## config.mk

```make
export PLATFORM = sky130hd
export DESIGN_NAME = hbridge_startup_seq
export DESIGN_NICKNAME = d
export VERILOG_FILES = /design/src/rtl/hbridge_startup_seq.sv
export SDC_FILE = /design/constraint.sdc
export NUM_CORES = 1
export LEC_CHECK = 0
export ABC_AREA = 1
export CORE_AREA = 2 2 86 88
export CTS_CLUSTER_DIAMETER = 200
export CTS_CLUSTER_SIZE = 20
export DETAILED_ROUTE_END_ITERATION = 8
export DIE_AREA = 0 0 88 90
export PLACE_DENSITY = 0.6
export SYNTH_ARGS = -nofsm -noshare
export SYNTH_HDL_FRONTEND = slang
export SYNTH_SLANG_ARGS = --single-unit
```

## constraint.sdc

```tcl
create_clock -name i_CLK -period 4.6 [get_ports i_CLK]
set_input_delay 0.92 -clock i_CLK [delete_from_list [all_inputs] [get_ports i_CLK]]
set_output_delay 0.92 -clock i_CLK [all_outputs]
set_load 0.03 [all_outputs]
```

## src/rtl/hbridge_startup_seq.sv

```systemverilog
// Full-bridge start-up sequencer: bootstrap charge, tank pre-charge, then handover to
// the hybrid controller, with over-voltage / shoot-through shutdown and bounded retry.
module hbridge_startup_seq #(
   parameter int unsigned BOOT_CYCLES      = 1000,
   parameter int unsigned PRECHARGE_CYCLES = 400,
   parameter int unsigned OV_LIMIT         = 50,
   parameter int unsigned FAULT_HOLD       = 100000,
   parameter int unsigned MAX_RETRY        = 3,
   parameter int unsigned CNT_W            = 20
) (
   input  logic       i_CLK,
   input  logic       i_RST,
   input  logic       i_enable,
   input  logic [3:0] i_Q_ctrl,
   input  logic [7:0] i_vbat,
   output logic [3:0] o_Q,
   output logic       o_ctrl_rst_n,
   output logic [2:0] o_state,
   output logic       o_fault,
   output logic       o_shoot,
   output logic [1:0] o_retry_cnt
);

   typedef enum logic [2:0] {
      S_IDLE      = 3'd0,
      S_BOOT      = 3'd1,
      S_PRECHARGE = 3'd2,
      S_RUN       = 3'd3,
      S_FAULT     = 3'd4,
      S_LOCKOUT   = 3'd5
   } state_t;

   localparam logic [CNT_W-1:0] BOOT_LAST  = CNT_W'(BOOT_CYCLES - 1);
   localparam logic [CNT_W-1:0] PRE_LAST   = CNT_W'(PRECHARGE_CYCLES - 1);
   localparam logic [CNT_W-1:0] FAULT_LAST = CNT_W'(FAULT_HOLD - 1);
   localparam logic [3:0]       Q_BOOT     = 4'b1100;
   localparam logic [3:0]       Q_PRE      = 4'b1001;

   state_t           state;
   logic [CNT_W-1:0] cnt;
   logic             ov;
   logic             shoot;

   assign ov      = i_vbat > 8'(OV_LIMIT);
   assign shoot   = (i_Q_ctrl[0] & i_Q_ctrl[2]) | (i_Q_ctrl[1] & i_Q_ctrl[3]);
   assign o_state = state;

   always_ff @(posedge i_CLK or negedge i_RST) begin
      if (!i_RST) begin
         state        <= S_IDLE;
         cnt          <= '0;
         o_Q          <= '0;
         o_ctrl_rst_n <= 1'b0;
         o_fault      <= 1'b0;
         o_shoot      <= 1'b0;
         o_retry_cnt  <= '0;
      end else if (!i_enable) begin
         // sticky flags and retry count survive until the next enable rise
         state        <= S_IDLE;
         cnt          <= '0;
         o_Q          <= '0;
         o_ctrl_rst_n <= 1'b0;
      end else begin
         case (state)
            S_IDLE: begin
               state       <= S_BOOT;
               cnt         <= '0;
               o_Q         <= Q_BOOT;
               o_fault     <= 1'b0;
               o_shoot     <= 1'b0;
               o_retry_cnt <= '0;
            end
            S_BOOT: begin
               if (ov) begin
                  state   <= S_FAULT;
                  cnt     <= '0;
                  o_Q     <= '0;
                  o_fault <= 1'b1;
               end else if (cnt == BOOT_LAST) begin
                  state <= S_PRECHARGE;
                  cnt   <= '0;
                  o_Q   <= Q_PRE;
               end else begin
                  cnt <= cnt + CNT_W'(1);
               end
            end
            S_PRECHARGE: begin
               if (ov) begin
                  state   <= S_FAULT;
                  cnt     <= '0;
                  o_Q     <= '0;
                  o_fault <= 1'b1;
               end else if (cnt == PRE_LAST) begin
                  // controller is released on this edge; gates stay off until its first command
                  state        <= S_RUN;
                  cnt          <= '0;
                  o_Q          <= '0;
                  o_ctrl_rst_n <= 1'b1;
               end else begin
                  cnt <= cnt + CNT_W'(1);
               end
            end
            S_RUN: begin
               if (shoot) begin
                  state        <= S_FAULT;
                  cnt          <= '0;
                  o_Q          <= '0;
                  o_ctrl_rst_n <= 1'b0;
                  o_fault      <= 1'b1;
                  o_shoot      <= 1'b1;
               end else if (ov) begin
                  state        <= S_FAULT;
                  cnt          <= '0;
                  o_Q          <= '0;
                  o_ctrl_rst_n <= 1'b0;
                  o_fault      <= 1'b1;
               end else begin
                  o_Q <= i_Q_ctrl;
               end
            end
            S_FAULT: begin
               if (cnt == FAULT_LAST) begin
                  cnt <= '0;
                  if (o_retry_cnt < 2'(MAX_RETRY)) begin
                     state       <= S_BOOT;
                     o_Q         <= Q_BOOT;
                     o_retry_cnt <= o_retry_cnt + 2'd1;
                  end else begin
                     state <= S_LOCKOUT;
                  end
               end else begin
                  cnt <= cnt + CNT_W'(1);
               end
            end
            S_LOCKOUT: begin
               o_Q <= '0;
            end
            default: begin
               state        <= S_IDLE;
               cnt          <= '0;
               o_Q          <= '0;
               o_ctrl_rst_n <= 1'b0;
            end
         endcase
      end
   end

endmodule
```

==> flow_summary_export.csv <==
group,metric,value,unit
run_status,status,"complete, no violations",
routing,drt_iter0_drc,153,
final_timing,worst_pin_slew,708,ps
critical_path,r2r-start,"o_state[2]",
global_routing,grt-ovfl-total,0,
critical_path,regToRegEndpoint,"o_state[2]",
global_routing,grt_antenna_before_repair,0,
cts,cts_resized,0,
final_timing,finalSetupViolCount,0,
final_timing,tns,0,ps
synthesis,synth_flops,32,
synthesis,edf_count,0,
final_timing,max_slew_margin,0.527,
final_timing,max_freq,0.375,GHz
floorplanning,core.rowCount,31,
job,cap_violations,0,
placement,place_congestion,0.861,
cts,cts.sinks,32,
synthesis,synth_area,2330,um^2
floorplanning,ios,27,
final_timing,rsz0062_at_grt,"no",
## sequential cells by signal, summed over array words and instances, names as in the netlist
| signal | flops |
|---|---|
| cnt | 20 |
| o_Q | 4 |
| o_ctrl_rst_n | 1 |
| o_fault | 1 |
| o_retry_cnt | 2 |
| o_shoot | 1 |
| o_state | 3 |
## final cells by class
class / count / area (um^2)
Clock buffer: 6 / 72.6
Clock inverter: 1 / 5.00
Fill cell: 767 / 4270
Inverter: 51 / 191
Multi-Input combinational cell: 259 / 1290
Sequential cell: 32 / 801
Tap cell: 99 / 124
Timing Repair Buffer: 27 / 268
## power by group through the flow
stage,Clock [mW],Sequential [mW],Combinational [mW]
detailed placement,0,0.336,0.271
global placement,0,0.336,0.270
CTS,0.217,0.331,0.273
floorplan,0,0.375,0.141
finish,0.209,0.331,0.271
global route,0.229,0.334,0.299
## cell usage in the layout (no fill, tap or decap)
cell type	synthesis	layout
a21oi_1	15	15
a21oi_2	4	4
a31oi_1	2	2
buf_4	1	1
clkbuf_1	0	1
clkbuf_8	0	5
clkdlybuf4s50_1	0	26
clkinv_2	0	1
dfrtp_1	32	32
ha_1	2	2
inv_1	45	45
inv_2	6	6
nand2_1	113	113
nand2_2	5	5
nand2_4	1	1
nand3_1	32	32
nand3_2	4	4
nand3_4	1	1
nand3b_1	2	2
nand4_1	3	3
nor2_1	35	35
nor2_2	4	4
nor2_4	3	3
nor3_1	6	6
o21ai_0	9	9
o21ai_1	1	1
o21ai_2	9	9
o21ai_4	1	1
xnor2_1	1	1
xor2_1	6	6
## worst max-delay path: stages
cell and delay [ps]:
clkdlybuf4s50_1 780, nand4_1 250, inv_1 90, nor2_4 350, nand2_1 100, inv_1 150, nand2_1 90, nand2_1 60
nand2_1 50
## synthesized netlist by cell type, types with 5 or more instances
| cell type | number | share of area |
|---|---|---|
| nand2_1 | 113 | 0.18 |
| inv_1 | 45 | 0.072 |
| nor2_1 | 35 | 0.056 |
| dfrtp_1 | 32 | 0.34 |
| nand3_1 | 32 | 0.069 |
| a21oi_1 | 15 | 0.032 |
| o21ai_0 | 9 | 0.019 |
| o21ai_2 | 9 | 0.034 |
| inv_2 | 6 | 0.0097 |
| nor3_1 | 6 | 0.013 |
| xor2_1 | 6 | 0.023 |
| nand2_2 | 5 | 0.013 |
## how the worst max path moves through the flow
stage	cells past startpoint	endpoint	from	slack, ps
2_1_floorplan	10	cnt[0]	i_vbat[3]	2660
3_3_place_gp	7	cnt[0]	i_enable	1690
3_5_place_dp	9	o_state[1]	i_enable	1660
4_1_cts	9	o_state[1]	i_enable	1950
5_1_grt	9	o_state[1]	i_enable	1730
6_report	9	o_state[2]	i_enable	1930
## kinds of logic (layout without fill, tap and decap cells)
logic type               count (synthesis)  after routing  share of synthesized area
XOR/XNOR                                 7              7                     0.0263
buffers and inverters                   56             85                      0.102
AND/OR/NAND/NOR                        209            209                      0.402
AND-OR/OR-AND                           41             41                      0.115
flip-flops                              32             32                      0.343
adder cells (fa/ha/maj)                  2              2                     0.0107
## through the flow
stage,instance area (um^2),setup WS [ps]
after detailed placement,2680,1660
after global placement,2680,1690
after global routing,2750,1730
after floorplan,2330,2660
final,2750,1930
after CTS,2750,1950
Fig. 1: routed clock nets over the placement
Scale bar: 20 um.
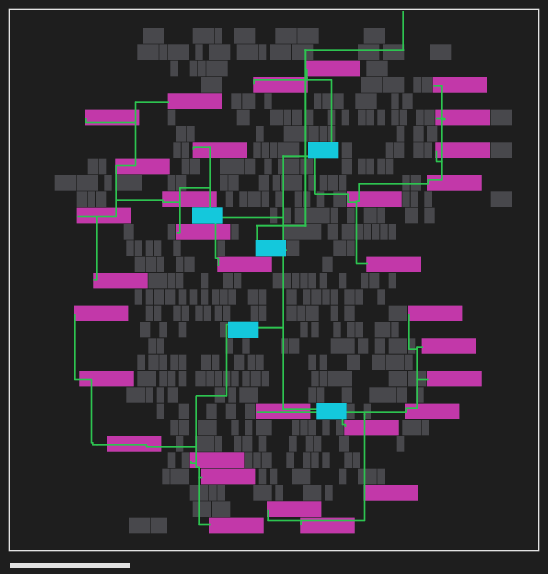
- magenta: flip-flops (count 32)
- green: clock wires (length 520 um)
- cyan: clock drivers (count 5)
- routed clock nets: 6
- flops lie: widely spread
clock share of power: 0.258
clk ins delay skew pair: 280 ps
clock network power: 0.209 mW
Fin Clk Skew: 4.38 ps

Fig. 2: signal wires by layer
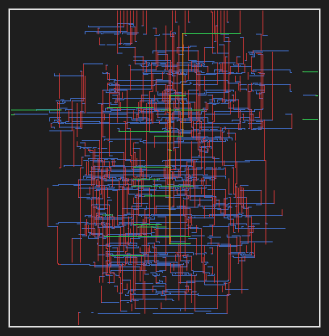
- orange: metal 4 (wire length 71.4 um)
- green: metal 3 (wire length 192 um)
- blue: metal 1 (wire length 2,770 um)
- red: metal 2 (wire length 2,530 um)
total track usage: 0.154
WL/cell: 11.7 um
Via Count: 2,241
WL final: 5.57 mm

Fig. 3: signal wires on met3
Scale bar: 20 um.
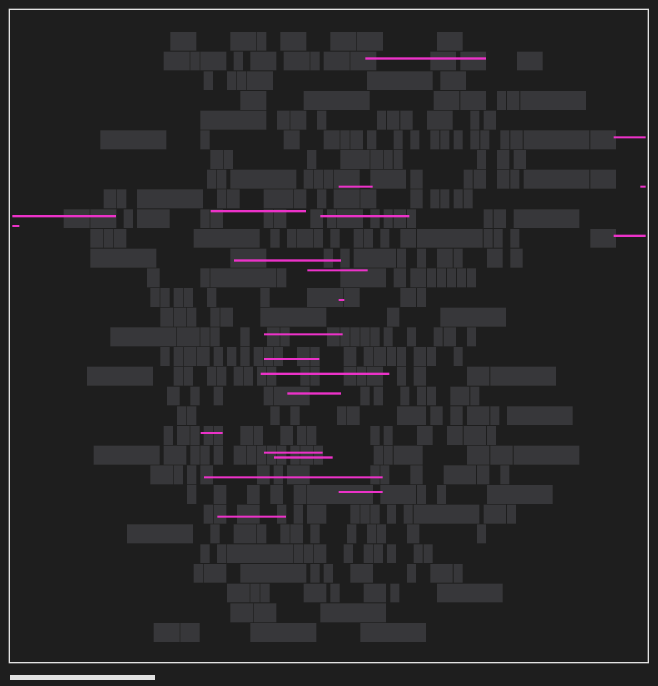
- share of all routed wire: 3.5%
- longest straight run: 24.4 um
- main direction: horizontal
GR Util met3: 0.0275

Fig. 4: the metal 2 layer
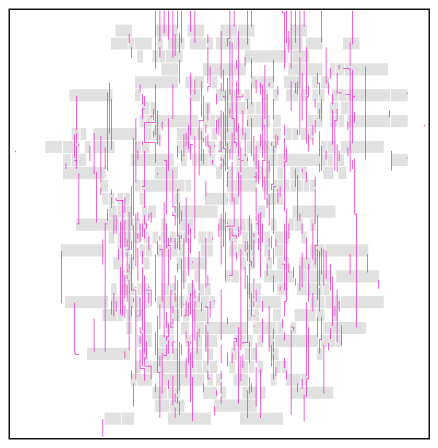
- nets with wire on the layer: 305
- wire length on this layer: 2,530 um
- main direction: vertical
GRT met2 Usage: 0.236

Fig. 5: congestion heat map
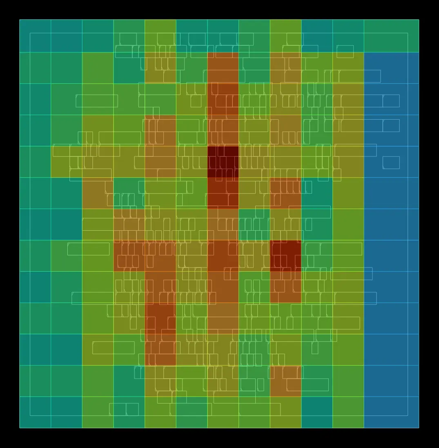
Core Util, Final: 0.392
gr busiest metal: met2
met1 GRT Util: 0.219

Power figures rest on the tool's default switching activity, not on a simulated workload.
